File: src/rtl/spi_slave_if_if.sv
// Bus bundle for the SPI mode-0 responder: pad-side SPI pins plus the
// parallel reply/receive side toward the display/readback logic.
interface spi_slave_if_if #(
    parameter int unsigned FRAME_BITS = 16,
    parameter int unsigned DATA_BITS  = 14
);
    logic                  sclk;
    logic                  mosi;
    logic                  ss;
    logic                  miso;
    logic [FRAME_BITS-1:0] i_tx_data;
    logic [DATA_BITS-1:0]  o_rx_data;
    logic                  o_data_valid;
    logic                  o_frame_err;
    logic                  o_busy;

    modport master (
        output sclk, mosi, ss, i_tx_data,
        input  miso, o_rx_data, o_data_valid, o_frame_err, o_busy
    );

    modport slave (
        input  sclk, mosi, ss, i_tx_data,
        output miso, o_rx_data, o_data_valid, o_frame_err, o_busy
    );
endinterface

File: src/rtl/spi_slave_if.sv
// SPI mode-0 responder: oversamples sclk/mosi/ss in the clk domain, receives
// a FRAME_BITS word MSB first and shifts a reply word out on miso.
module spi_slave_if #(
    parameter int unsigned FRAME_BITS  = 16,
    parameter int unsigned DATA_BITS   = 14,
    parameter int unsigned SYNC_STAGES = 2
) (
    input logic           clk,
    input logic           reset,
    spi_slave_if_if.slave bus
);
    localparam int unsigned CNT_W = $clog2(FRAME_BITS + 1);
    localparam logic [CNT_W-1:0] FRAME_CNT = CNT_W'(FRAME_BITS);
    localparam logic [CNT_W-1:0] ONE_CNT   = CNT_W'(1);

    typedef enum logic [1:0] {
        IDLE,
        ACTIVE,
        DONE
    } state_t;

    logic [SYNC_STAGES-1:0] sclk_sync_q, sclk_sync_d;
    logic [SYNC_STAGES-1:0] mosi_sync_q, mosi_sync_d;
    logic [SYNC_STAGES-1:0] ss_sync_q, ss_sync_d;
    logic                   sclk_dly_q, sclk_dly_d;
    logic                   ss_dly_q, ss_dly_d;
    logic [SYNC_STAGES:0]   fill_q, fill_d;

    state_t                 state_q, state_d;
    logic [CNT_W-1:0]       bit_cnt_q, bit_cnt_d;
    logic [DATA_BITS-2:0]   rx_shift_q, rx_shift_d;
    logic [FRAME_BITS-1:0]  tx_shift_q, tx_shift_d;
    logic [DATA_BITS-1:0]   rx_data_q, rx_data_d;
    logic                   valid_q, valid_d;
    logic                   err_q, err_d;

    logic sclk_s, mosi_s, ss_s;
    logic sclk_rise, sclk_fall, ss_fall, ss_rise;

    always_comb begin
        sclk_sync_d = {sclk_sync_q[SYNC_STAGES-2:0], bus.sclk};
        mosi_sync_d = {mosi_sync_q[SYNC_STAGES-2:0], bus.mosi};
        ss_sync_d   = {ss_sync_q[SYNC_STAGES-2:0], bus.ss};
        sclk_dly_d  = sclk_sync_q[SYNC_STAGES-1];
        ss_dly_d    = ss_sync_q[SYNC_STAGES-1];
        fill_d      = {fill_q[SYNC_STAGES-1:0], 1'b1};
    end

    assign sclk_s    = sclk_sync_q[SYNC_STAGES-1];
    assign mosi_s    = mosi_sync_q[SYNC_STAGES-1];
    assign ss_s      = ss_sync_q[SYNC_STAGES-1];
    assign sclk_rise = sclk_s & ~sclk_dly_q;
    assign sclk_fall = ~sclk_s & sclk_dly_q;
    assign ss_rise   = ss_s & ~ss_dly_q;
    // The ss preset would fake a fall if the pad is already low at reset
    // release; only trust ss once real samples fill the whole pipeline.
    assign ss_fall   = fill_q[SYNC_STAGES] & ~ss_s & ss_dly_q;

    always_comb begin
        state_d    = state_q;
        bit_cnt_d  = bit_cnt_q;
        rx_shift_d = rx_shift_q;
        tx_shift_d = tx_shift_q;
        rx_data_d  = rx_data_q;
        valid_d    = 1'b0;
        err_d      = 1'b0;

        unique case (state_q)
            IDLE: begin
                tx_shift_d = '0;
                if (ss_fall) begin
                    tx_shift_d = bus.i_tx_data;
                    bit_cnt_d  = '0;
                    rx_shift_d = '0;
                    state_d    = ACTIVE;
                end
            end
            ACTIVE: begin
                // Only the low DATA_BITS survive, so the shifter keeps just
                // DATA_BITS-1 history bits and older bits fall off the top.
                if (sclk_rise) begin
                    rx_shift_d = {rx_shift_q[DATA_BITS-3:0], mosi_s};
                    bit_cnt_d  = bit_cnt_q + ONE_CNT;
                    if (bit_cnt_d == FRAME_CNT) begin
                        rx_data_d = {rx_shift_q, mosi_s};
                        valid_d   = 1'b1;
                        state_d   = DONE;
                    end
                end
                if (sclk_fall && bit_cnt_q >= ONE_CNT && bit_cnt_q < FRAME_CNT) begin
                    tx_shift_d = {tx_shift_q[FRAME_BITS-2:0], 1'b0};
                end
                if (ss_rise) begin
                    state_d    = IDLE;
                    tx_shift_d = '0;
                    err_d      = (bit_cnt_d != '0) && (bit_cnt_d != FRAME_CNT);
                end
            end
            DONE: begin
                if (ss_rise) begin
                    state_d    = IDLE;
                    tx_shift_d = '0;
                end
            end
            default: begin
                state_d    = IDLE;
                tx_shift_d = '0;
            end
        endcase
    end

    always_ff @(posedge clk or negedge reset) begin
        if (!reset) begin
            sclk_sync_q <= '0;
            mosi_sync_q <= '0;
            ss_sync_q   <= '1;
            sclk_dly_q  <= 1'b0;
            ss_dly_q    <= 1'b1;
            fill_q      <= '0;
            state_q     <= IDLE;
            bit_cnt_q   <= '0;
            rx_shift_q  <= '0;
            tx_shift_q  <= '0;
            rx_data_q   <= '0;
            valid_q     <= 1'b0;
            err_q       <= 1'b0;
        end else begin
            sclk_sync_q <= sclk_sync_d;
            mosi_sync_q <= mosi_sync_d;
            ss_sync_q   <= ss_sync_d;
            sclk_dly_q  <= sclk_dly_d;
            ss_dly_q    <= ss_dly_d;
            fill_q      <= fill_d;
            state_q     <= state_d;
            bit_cnt_q   <= bit_cnt_d;
            rx_shift_q  <= rx_shift_d;
            tx_shift_q  <= tx_shift_d;
            rx_data_q   <= rx_data_d;
            valid_q     <= valid_d;
            err_q       <= err_d;
        end
    end

    assign bus.miso         = tx_shift_q[FRAME_BITS-1];
    assign bus.o_rx_data    = rx_data_q;
    assign bus.o_data_valid = valid_q;
    assign bus.o_frame_err  = err_q;
    assign bus.o_busy       = (state_q == ACTIVE) || (state_q == DONE);
endmodule

File: src/flat_wrapper.sv
// flat-port wrapper written by rule: the top's interface ports become plain ports
module spi_slave_if_flat 
#(
    parameter int unsigned FRAME_BITS  = 16,
    parameter int unsigned DATA_BITS   = 14,
    parameter int unsigned SYNC_STAGES = 2
)
  (clk, reset, bus_sclk, bus_mosi, bus_ss, bus_i_tx_data, bus_miso, bus_o_rx_data, bus_o_data_valid, bus_o_frame_err, bus_o_busy);
  spi_slave_if_if #(.FRAME_BITS(FRAME_BITS), .DATA_BITS(DATA_BITS)) bus_i ();
  input logic clk;
  input logic reset;
  input wire logic [$bits(bus_i.sclk)-1:0] bus_sclk;
  input wire logic [$bits(bus_i.mosi)-1:0] bus_mosi;
  input wire logic [$bits(bus_i.ss)-1:0] bus_ss;
  input wire logic [$bits(bus_i.i_tx_data)-1:0] bus_i_tx_data;
  output wire logic [$bits(bus_i.miso)-1:0] bus_miso;
  output wire logic [$bits(bus_i.o_rx_data)-1:0] bus_o_rx_data;
  output wire logic [$bits(bus_i.o_data_valid)-1:0] bus_o_data_valid;
  output wire logic [$bits(bus_i.o_frame_err)-1:0] bus_o_frame_err;
  output wire logic [$bits(bus_i.o_busy)-1:0] bus_o_busy;
  assign bus_i.sclk = bus_sclk;
  assign bus_i.mosi = bus_mosi;
  assign bus_i.ss = bus_ss;
  assign bus_i.i_tx_data = bus_i_tx_data;
  assign bus_miso = bus_i.miso;
  assign bus_o_rx_data = bus_i.o_rx_data;
  assign bus_o_data_valid = bus_i.o_data_valid;
  assign bus_o_frame_err = bus_i.o_frame_err;
  assign bus_o_busy = bus_i.o_busy;
  spi_slave_if #(.FRAME_BITS(FRAME_BITS), .DATA_BITS(DATA_BITS), .SYNC_STAGES(SYNC_STAGES)) u_core (.clk(clk), .reset(reset), .bus(bus_i));
endmodule
File: config.mk
export PLATFORM = sky130hd
export DESIGN_NAME = spi_slave_if_flat
export DESIGN_NICKNAME = d
export VERILOG_FILES = /design/src/rtl/spi_slave_if_if.sv /design/src/rtl/spi_slave_if.sv /design/src/flat_wrapper.sv
export SDC_FILE = /design/constraint.sdc
export NUM_CORES = 1
export LEC_CHECK = 0
export CORE_MARGIN = 2
export CORE_UTILIZATION = 48
export CTS_CLUSTER_DIAMETER = 200
export DETAILED_ROUTE_END_ITERATION = 10
export PLACE_DENSITY_LB_ADDON = 0.05
export SLEW_MARGIN = 20
export SYNTH_ARGS = -nofsm -noshare
export SYNTH_HDL_FRONTEND = slang
export SYNTH_SLANG_ARGS = --single-unit
File: constraint.sdc
create_clock -name clk -period 2.18 [get_ports clk]
set_input_delay 0.327 -clock clk [delete_from_list [all_inputs] [get_ports clk]]
set_output_delay 0.327 -clock clk [all_outputs]
set_load 0.05 [all_outputs]
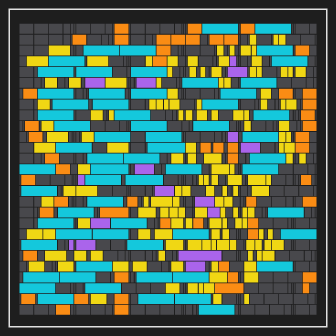
Run 1: placement by cell class
Fill, decap, tap and diode cells in gray.
yellow -> remaining logic cells  # cells 146, share of their area 31%
purple -> clock drivers and dummy loads  # cells 16, share of their area 5.9%
orange -> remaining buffers and delay cells  # cells 53, share of their area 15%
cyan -> registers  # cells 63, share of their area 47%

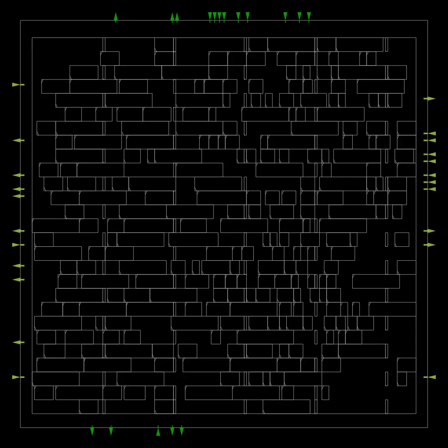
Run 1: placed standard cells
fraction of standard cell area that is sequential: 46.1%
number of tapcells: 72
number of rows in the core area: 27
utilization of the core after routing: 62.3%

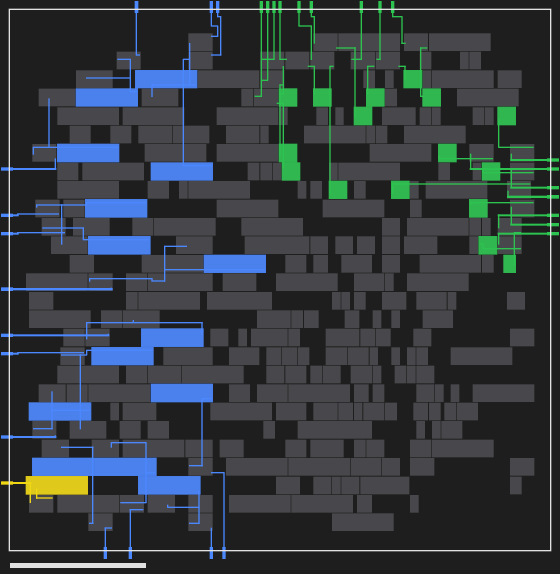
Run 1: port wiring
Scale bar: 20 um.
blue -> `bus_o_rx_data`  # bits 14, direction output, edge 7 west, 4 south, 3 north, end cells 14, buffers 14, wire 380 um
green -> `bus_i_tx_data`  # bits 16, direction input, edge 9 north, 7 east, end cells 16, buffers 16, wire 285 um
yellow -> `bus_mosi`  # bits 1, direction input, edge west, end cells 1, buffers 1, wire 9.10 um
ports placed on the boundary: 39
Buffers on Ports: 38

==> Implementation_results.wiki, run 1 <==
== Implementation results ==
{| class="wikitable"
! Metric !! Value
|-
| Status || finished clean
|-
| Remaining max-slew budget at the tightest pin || 64.1%
|-
| Pre-CTS setup slack || 0.196 ns
|-
| Flops out of synthesis || 63
|-
| FF-to-FF path depth || 6
|-
| Worst setup path end || u_core.bus.o_rx_data[2]
|-
| # placed instances || 333
|-
| Inverters || 5
|-
| Sequential fraction of the synthesis area || 57.7%
|-
| Dominant logic cell type in the layout || sky130_fd_sc_hd__dfrtp_1
|-
| Worst path cell trace || ha_1, nor4b_2, a31oi_1, nor3b_2, buf_12, mux2_2
|-
| Total core area || 5510 um^2
|-
| Die Footprint || 6330 um^2
|-
| Count of clock tree sinks || 63
|-
| EDFF count, synth || 0
|-
| Met3 demand-to-capacity share in global routing || 6.33%
|-
| Clock-pin slew on the worst setup and hold paths || 0.07 ns
|-
| Period utilization || 91.9%
|-
| Final weighted congestion of routability-driven global placement || 0.812
|-
| Min-Delay Path Depth || 0
|-
| Total standard cell area after synthesis || 2740 um^2
|-
| Sequential cell count || 63
|-
| Cts hold-fix bufs || 1
|-
| Transition time at the pin with the least slew margin || 0.532 ns
|-
| Per-instance average area after synthesis || 12.2 um^2
|-
| Psw || 0.00123 W
|-
| Number of warning messages in the logs || 30
|-
| Final count of pins violating max slew || 0
|-
| Comb pwr || 0.00108 W
|-
| Multi-input gate share of total cell area || 30.0%
|-
| Source of the critical timing path || u_core.bit_cnt_q[0]
|-
| Critical path depth in cells || 6
|-
| Met2 WL || 2.32 mm
|-
| Yosys Chip Area || 2740 um^2
|-
| Post-route insts no fill || 350
|-
| Area share of and-or/or-and cells after synthesis || 16.5%
|-
| Gate count of the mapped netlist || 225
|-
| Largest reg by FF count || u_core.tx_shift_q
|-
| Source-to-sink clock delay at the later pin of the worst-skew pair || 0.33 ns
|-
| Cell types with the largest area share after synthesis || sky130_fd_sc_hd__dfrtp_1 55%, sky130_fd_sc_hd__a22o_1 5.1%, sky130_fd_sc_hd__mux2_4 4.9%
|-
| Area fraction in mux cells || 7.72%
|-
| Top cell type's share of synthesized area || 54.8%
|-
| Sum of routed wire segments on met1 || 2.70 mm
|-
| Top library cells by usage in the layout, fill and taps aside || 60 x sky130_fd_sc_hd__dfrtp_1, 36 x sky130_fd_sc_hd__clkdlybuf4s50_1, 21 x sky130_fd_sc_hd__nor2_1
|-
| Unrepaired setup endpoints after global routing || false
|-
| Worst reg2reg path startpoint || u_core.bit_cnt_q[0]
|-
| Count of inserted antenna diode cells || 0
|-
| Share of total power in the clock network || 27.9%
|-
| Post-cts repair resize count || 0
|-
| Met3 routed wirelength || 219 um
|-
| First-pass DRT Iterations || 4
|-
| Antenna Nets Post-Route || 0
|-
| Yosys Instances || 225
|-
| Arrival time reported for the critical path endpoint || 2.22 ns
|-
| Total internal power || 0.00239 W
|-
| Most heavily used metal layer in global routing || met1
|-
| Minimum hold slack || 0.349 ns
|-
| CP Capture Type || flop
|-
| Sequential share of power || 42.3%
|-
| Syn_nets || 252
|-
| Overflow after GRT || 0
|-
| Final count of hold timing violations || 0
|-
| # Post-CTS Setup Buffers || 0
|-
| Clock H-tree levels || 3
|-
| Post-route DRC violation count || 0
|-
| Final setup violating endpoints || 0
|-
| Time the final worst path needs with I/O delays and setup || 2.00 ns
|-
| Ratio of cells with drive above 1 in the final layout || 19.1%
|-
| Via density per instance || 5.40
|-
| Type of the tightest min-delay check || reg2reg
|-
| Crit path max-delay family || simple AND/OR/NAND/NOR gates
|-
| Maximum clock skew at final layout || 0.00796 ns
|-
| CLK BUF || 11
|-
| Post-synth top cells || 60 x sky130_fd_sc_hd__dfrtp_1, 21 x sky130_fd_sc_hd__nor2_1, 17 x sky130_fd_sc_hd__a21oi_1
|-
| FF-to-FF setup slack || 0.18 ns
|-
| Largest net degree at the start of global routing || 36
|-
| Number of flip-flops under the largest register name || 16
|-
| Critical Path Slowest Stage Cell || sky130_fd_sc_hd__dfrtp_1
|-
| Area growth from synthesis to layout || 25.2%
|-
| GRT met2 Usage || 24.7%
|-
| TritonCTS clock tree || yes
|-
| Ys flop type || sky130_fd_sc_hd__dfrtp_1
|-
| Number of distinct library cells after synthesis || 44
|-
| Power per unit of standard cell area || 1060 nW/um^2
|-
| Total area of sequential cells || 1580 um^2
|-
| Post-synthesis cell type with the largest combined area || sky130_fd_sc_hd__dfrtp_1
|-
| Top cell type by instance count after synthesis || sky130_fd_sc_hd__dfrtp_1
|-
| Setup TNS || 0 ns
|-
| Leakage power || 1.54 nW
|}
--- run 2 (diff from run 1) ---
CORE_MARGIN = default   (was 2)
GPL_TIMING_DRIVEN = 0   (was default)
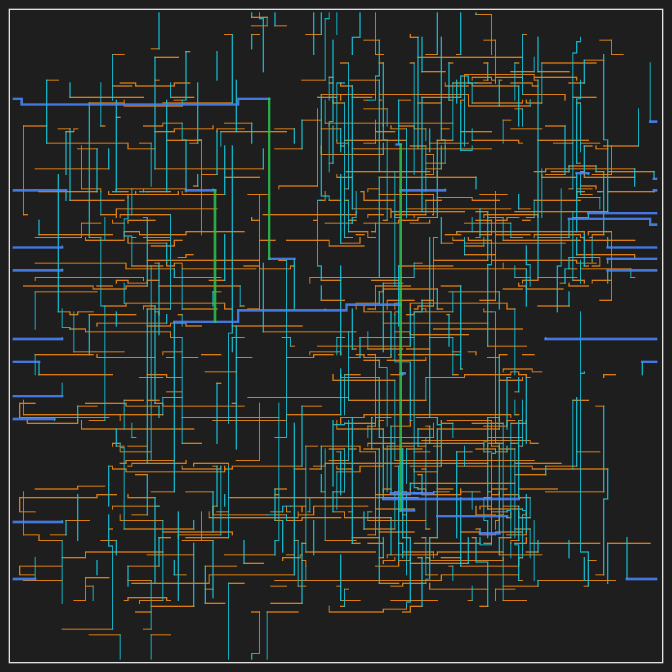
Run 2: metal layers overlaid
cyan -> M2  # wire length 2290 um
orange -> M1  # wire length 2510 um
blue -> M3  # wire length 209 um
green -> M4  # wire length 78.2 um
final wirelength: 5.09 mm
Vias: 1887

==> Implementation_results.wiki, run 2 <==
== Implementation results ==
{| class="wikitable"
! Metric !! Value
|-
| Per-instance average area after synthesis || 12.2 um^2
|-
| Top cell type's share of synthesized area || 54.8%
|-
| Post-synth top cells || 60 x sky130_fd_sc_hd__dfrtp_1, 21 x sky130_fd_sc_hd__nor2_1, 17 x sky130_fd_sc_hd__a21oi_1
|-
| Worst setup path end || u_core.bus.o_rx_data[7]
|-
| CLK BUF || 11
|-
| Final count of pins violating max slew || 0
|-
| Count of inserted antenna diode cells || 0
|-
| Final weighted congestion of routability-driven global placement || 0.811
|-
| Pre-CTS setup slack || -0.206 ns
|-
| Area share of and-or/or-and cells after synthesis || 16.5%
|-
| EDFF count, synth || 0
|-
| Sum of routed wire segments on met1 || 2.51 mm
|-
| Status || finished clean
|-
| Post-cts repair resize count || 3
|-
| Total core area || 5510 um^2
|-
| CTS buffer count || 9
|-
| Antenna Nets Post-Route || 0
|-
| Leakage power || 1.57 nW
|-
| Source-to-sink clock delay at the later pin of the worst-skew pair || 0.33 ns
|-
| Arrival time reported for the critical path endpoint || 2.26 ns
|-
| Maximum clock skew at final layout || 0.00399 ns
|-
| Critical path depth in cells || 7
|-
| Inverters || 5
|-
| RR Endpoint || u_core.bus.o_rx_data[7]
|-
| Met2 WL || 2.29 mm
|-
| Buffers on Ports || 38
|-
| Placed cell area || 3230 um^2
|-
| Ports placed on the boundary || 39
|-
| Met3 demand-to-capacity share in global routing || 3.88%
|-
| Comb pwr || 0.00115 W
|-
| Die Footprint || 6010 um^2
|-
| Number of rows in the core area || 27
|-
| # Post-CTS Setup Buffers || 1
|-
| Largest net degree at the start of global routing || 45
|-
| Number of distinct library cells after synthesis || 44
|-
| Crit path max-delay family || simple AND/OR/NAND/NOR gates
|-
| Number of warning messages in the logs || 30
|-
| Number of tapcells || 72
|-
| Ys flop type || sky130_fd_sc_hd__dfrtp_1
|-
| First-pass DRT Iterations || 4
|-
| Largest reg by FF count || u_core.tx_shift_q
|-
| Total area of sequential cells || 1580 um^2
|-
| Period utilization || 93.9%
|-
| Total internal power || 0.00251 W
|-
| Top library cells by usage in the layout, fill and taps aside || 60 x sky130_fd_sc_hd__dfrtp_1, 36 x sky130_fd_sc_hd__clkdlybuf4s50_1, 20 x sky130_fd_sc_hd__nor2_1
|-
| Power per unit of standard cell area || 1070 nW/um^2
|-
| CP Capture Type || flop
|-
| Via density per instance || 5.35
|-
| Syn_nets || 252
|-
| Source of the critical timing path || u_core.bit_cnt_q[0]
|-
| Cell types with the largest area share after synthesis || sky130_fd_sc_hd__dfrtp_1 55%, sky130_fd_sc_hd__a22o_1 5.1%, sky130_fd_sc_hd__mux2_4 4.9%
|-
| Total standard cell area after synthesis || 2740 um^2
|-
| Pwr Total || 0.00374 W
|-
| Post-route insts no fill || 353
|-
| Setup TNS || 0 ns
|-
| Cts hold-fix bufs || 1
|-
| Data buffer area share || 15.6%
|-
| Utilization of the core after routing || 63.4%
|-
| Ratio of cells with drive above 1 in the final layout || 18.1%
|-
| Time the final worst path needs with I/O delays and setup || 2.05 ns
|-
| Minimum hold slack || 0.348 ns
|-
| Number of flip-flops under the largest register name || 16
|-
| Sequential share of power || 40.2%
|-
| Dominant logic cell type in the layout || sky130_fd_sc_hd__dfrtp_1
|-
| Fraction of standard cell area that is sequential || 45.3%
|-
| FF-to-FF path depth || 7
|-
| Share of total power in the clock network || 29.1%
|-
| Highest Signal Layer || met4
|-
| Min-Delay Path Depth || 0
|-
| Type of the tightest min-delay check || reg2reg
|-
| Sequential fraction of the synthesis area || 57.7%
|-
| Clock H-tree levels || 3
|-
| Yosys Instances || 225
|-
| Post-route DRC violation count || 0
|-
| Psw || 0.00122 W
|-
| Top cell type by instance count after synthesis || sky130_fd_sc_hd__dfrtp_1
|-
| Unrepaired setup endpoints after global routing || false
|-
| GRT met2 Usage || 27.2%
|-
| Worst path cell trace || ha_1, buf_12, nor4b_4, a31oi_1, nor3b_4, buf_6, mux2_4
|-
| Post-synthesis cell type with the largest combined area || sky130_fd_sc_hd__dfrtp_1
|-
| Most heavily used metal layer in global routing || met2
|-
| Final count of hold timing violations || 0
|-
| Met3 routed wirelength || 208 um
|-
| Sequential cell count || 63
|-
| Multi-input gate share of total cell area || 30.0%
|-
| Gate count of the mapped netlist || 225
|-
| Yosys Chip Area || 2740 um^2
|-
| Flops out of synthesis || 63
|-
| Critical Path Slowest Stage Cell || sky130_fd_sc_hd__dfrtp_1
|-
| Overflow after GRT || 0
|-
| Clock-pin slew on the worst setup and hold paths || 0.07 ns
|-
| # placed instances || 336
|-
| TritonCTS clock tree || yes
|-
| Area fraction in mux cells || 7.72%
|}
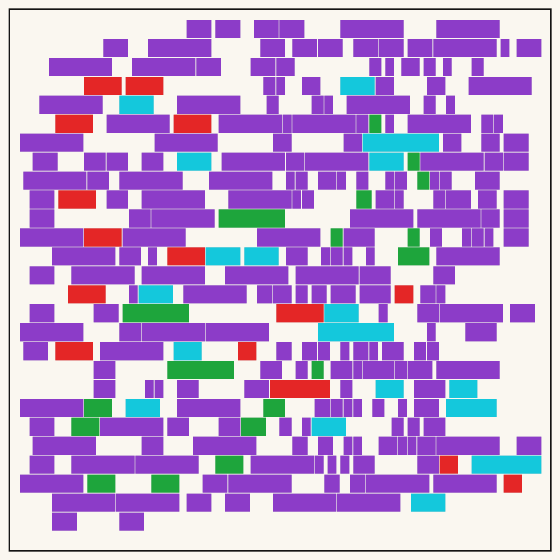
Run 2: sizing map
cyan -> x6 and larger  # cells 18, share 6.4%, most used clkbuf_8
green -> x2  # cells 18, share 6.4%, most used mux2_2
purple -> x1 and smaller  # cells 230, share 82%, most used dfrtp_1
red -> x3 and x4  # cells 15, share 5.3%, most used mux2_4
Design Area, Final: 3490 um^2
area growth from synthesis to layout: 27.4%
Signal buffers: 57
final worst-path setup slack: 0.132 ns

--- run 3 (diff from run 2) ---
CORE_MARGIN = 5   (was default)
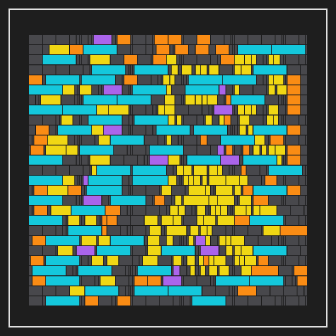
Run 3: placement by cell class
Fill, decap, tap and diode cells in gray.
orange -> remaining buffers and delay cells  # cells 58, share of their area 16%
purple -> clock drivers and dummy loads  # cells 15, share of their area 4.9%
yellow -> remaining logic cells  # cells 146, share of their area 32%
cyan -> registers  # cells 63, share of their area 47%
fraction of standard cell area that is sequential: 46.0%
total core area: 5540 um^2
Design Area, Final: 3430 um^2

==> Implementation_results.wiki, run 3 <==
== Implementation results ==
{| class="wikitable"
! Metric !! Value
|-
| Sum of routed wire segments on met1 || 2.49 mm
|-
| Unrepaired setup endpoints after global routing || true
|-
| Ys flop type || sky130_fd_sc_hd__dfrtp_1
|-
| Most heavily used metal layer in global routing || met2
|-
| Gate count of the mapped netlist || 225
|-
| Count of inserted antenna diode cells || 0
|-
| Data buffer area share || 15.8%
|-
| Area share of and-or/or-and cells after synthesis || 16.5%
|-
| Status || finished clean
|-
| Final wirelength || 5.23 mm
|-
| Crit path max-delay family || simple AND/OR/NAND/NOR gates
|-
| Power per unit of standard cell area || 1020 nW/um^2
|-
| Share of total power in the clock network || 24.5%
|-
| Leading power group || registers
|-
| Pre-CTS setup slack || -0.227 ns
|-
| Yosys Instances || 225
|-
| Area growth from synthesis to layout || 25.4%
|-
| Met3 routed wirelength || 287 um
|-
| Dominant logic cell type in the layout || sky130_fd_sc_hd__dfrtp_1
|-
| Layout fillers || 470
|-
| Syn_nets || 252
|-
| Largest reg by FF count || u_core.tx_shift_q
|-
| Clock-pin slew on the worst setup and hold paths || 0.06 ns
|-
| Vias || 1905
|-
| Min-Delay Path Depth || 0
|-
| Final setup violating endpoints || 0
|-
| Area fraction in full adders, half adders and majority gates || 2.74%
|-
| Number of distinct library cells after synthesis || 44
|-
| Cts hold-fix bufs || 1
|-
| Time the final worst path needs with I/O delays and setup || 2.10 ns
|-
| First-pass DRT Iterations || 5
|-
| CTS root buffer || sky130_fd_sc_hd__clkbuf_8
|-
| Highest Signal Layer || met4
|-
| Transition time at the pin with the least slew margin || 0.503 ns
|-
| Post-synthesis cell type with the largest combined area || sky130_fd_sc_hd__dfrtp_1
|-
| Flops out of synthesis || 63
|-
| Sequential share of power || 43.0%
|-
| Critical Path Slowest Stage Cell || sky130_fd_sc_hd__dfrtp_1
|-
| # placed instances || 336
|-
| Final worst-path setup slack || 0.0833 ns
|-
| Yosys Chip Area || 2740 um^2
|-
| CLK BUF || 11
|-
| Worst reg2reg path startpoint || u_core.bit_cnt_q[0]
|-
| Placed cell area || 3230 um^2
|-
| Sequential fraction of the synthesis area || 57.7%
|-
| Inverters || 5
|-
| Antenna Nets Post-Route || 0
|-
| Psw || 0.00121 W
|-
| Peak ir drop on the vdd network || 0.567 mV
|-
| Post-synth top cells || 60 x sky130_fd_sc_hd__dfrtp_1, 21 x sky130_fd_sc_hd__nor2_1, 17 x sky130_fd_sc_hd__a21oi_1
|-
| Maximum clock skew at final layout || 0.00708 ns
|-
| Signal buffers || 58
|-
| Multi-input gate share of total cell area || 30.2%
|-
| Buffers on Ports || 38
|-
| Clock H-tree levels || 3
|-
| Comb pwr || 0.00114 W
|-
| FF-to-FF path depth || 7
|-
| Total area of sequential cells || 1580 um^2
|-
| Worst setup path end || u_core.bus.o_rx_data[5]
|-
| EDFF count, synth || 0
|-
| Source of the critical timing path || u_core.bit_cnt_q[0]
|-
| Critical path depth in cells || 7
|-
| FF-to-FF setup slack || 0.08 ns
|-
| Type of the tightest min-delay check || reg2reg
|-
| Remaining max-slew budget at the tightest pin || 66.4%
|-
| Final weighted congestion of routability-driven global placement || 0.828
|-
| Number of flip-flops under the largest register name || 16
|-
| Per-instance average area after synthesis || 12.2 um^2
|-
| CP Capture Type || flop
|-
| RR Endpoint || u_core.bus.o_rx_data[5]
|-
| Largest net degree at the start of global routing || 33
|-
| Final count of hold timing violations || 0
|-
| Cell types with the largest area share after synthesis || sky130_fd_sc_hd__dfrtp_1 55%, sky130_fd_sc_hd__a22o_1 5.1%, sky130_fd_sc_hd__mux2_4 4.9%
|-
| Top library cells by usage in the layout, fill and taps aside || 60 x sky130_fd_sc_hd__dfrtp_1, 36 x sky130_fd_sc_hd__clkdlybuf4s50_1, 20 x sky130_fd_sc_hd__nor2_1
|-
| Total internal power || 0.00228 W
|-
| Leakage power || 1.55 nW
|-
| Met2 WL || 2.31 mm
|-
| Source-to-sink clock delay at the later pin of the worst-skew pair || 0.34 ns
|-
| Top cell type's share of synthesized area || 54.8%
|-
| Arrival time reported for the critical path endpoint || 2.31 ns
|-
| TritonCTS clock tree || yes
|-
| Ports placed on the boundary || 39
|-
| Violation tally from detailed-route iteration zero || 77
|-
| Die Footprint || 7320 um^2
|-
| Final count of pins violating max slew || 0
|-
| Met3 demand-to-capacity share in global routing || 4.42%
|-
| Count of clock tree sinks || 63
|-
| Post-cts repair resize count || 4
|-
| Minimum hold slack || 0.348 ns
|-
| Worst path cell trace || ha_1, buf_12, nor4b_2, a31oi_1, nor3b_4, buf_6, mux2_4
|-
| Pwr Total || 0.00349 W
|-
| Ratio of cells with drive above 1 in the final layout || 18.4%
|-
| Period utilization || 96.2%
|-
| Number of tapcells || 72
|-
| Number of rows in the core area || 27
|-
| GRT met2 Usage || 22.6%
|-
| Area fraction in mux cells || 7.72%
|-
| Top cell type by instance count after synthesis || sky130_fd_sc_hd__dfrtp_1
|-
| Via density per instance || 5.38
|-
| Overflow after GRT || 0
|-
| Setup TNS || 0 ns
|-
| Total standard cell area after synthesis || 2740 um^2
|-
| CTS buffer count || 9
|}
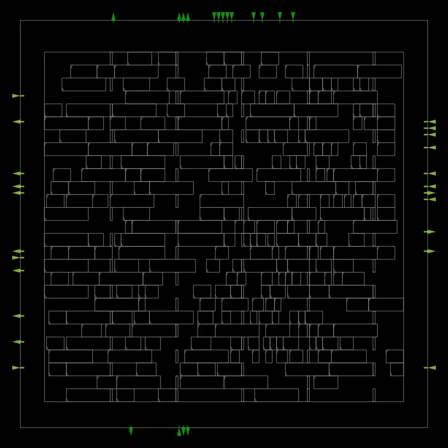
Run 3: placed standard cells
sequential cell count: 63
post-route insts no fill: 354
utilization of the core after routing: 62.0%

Power and IR drop assume default switching activity.
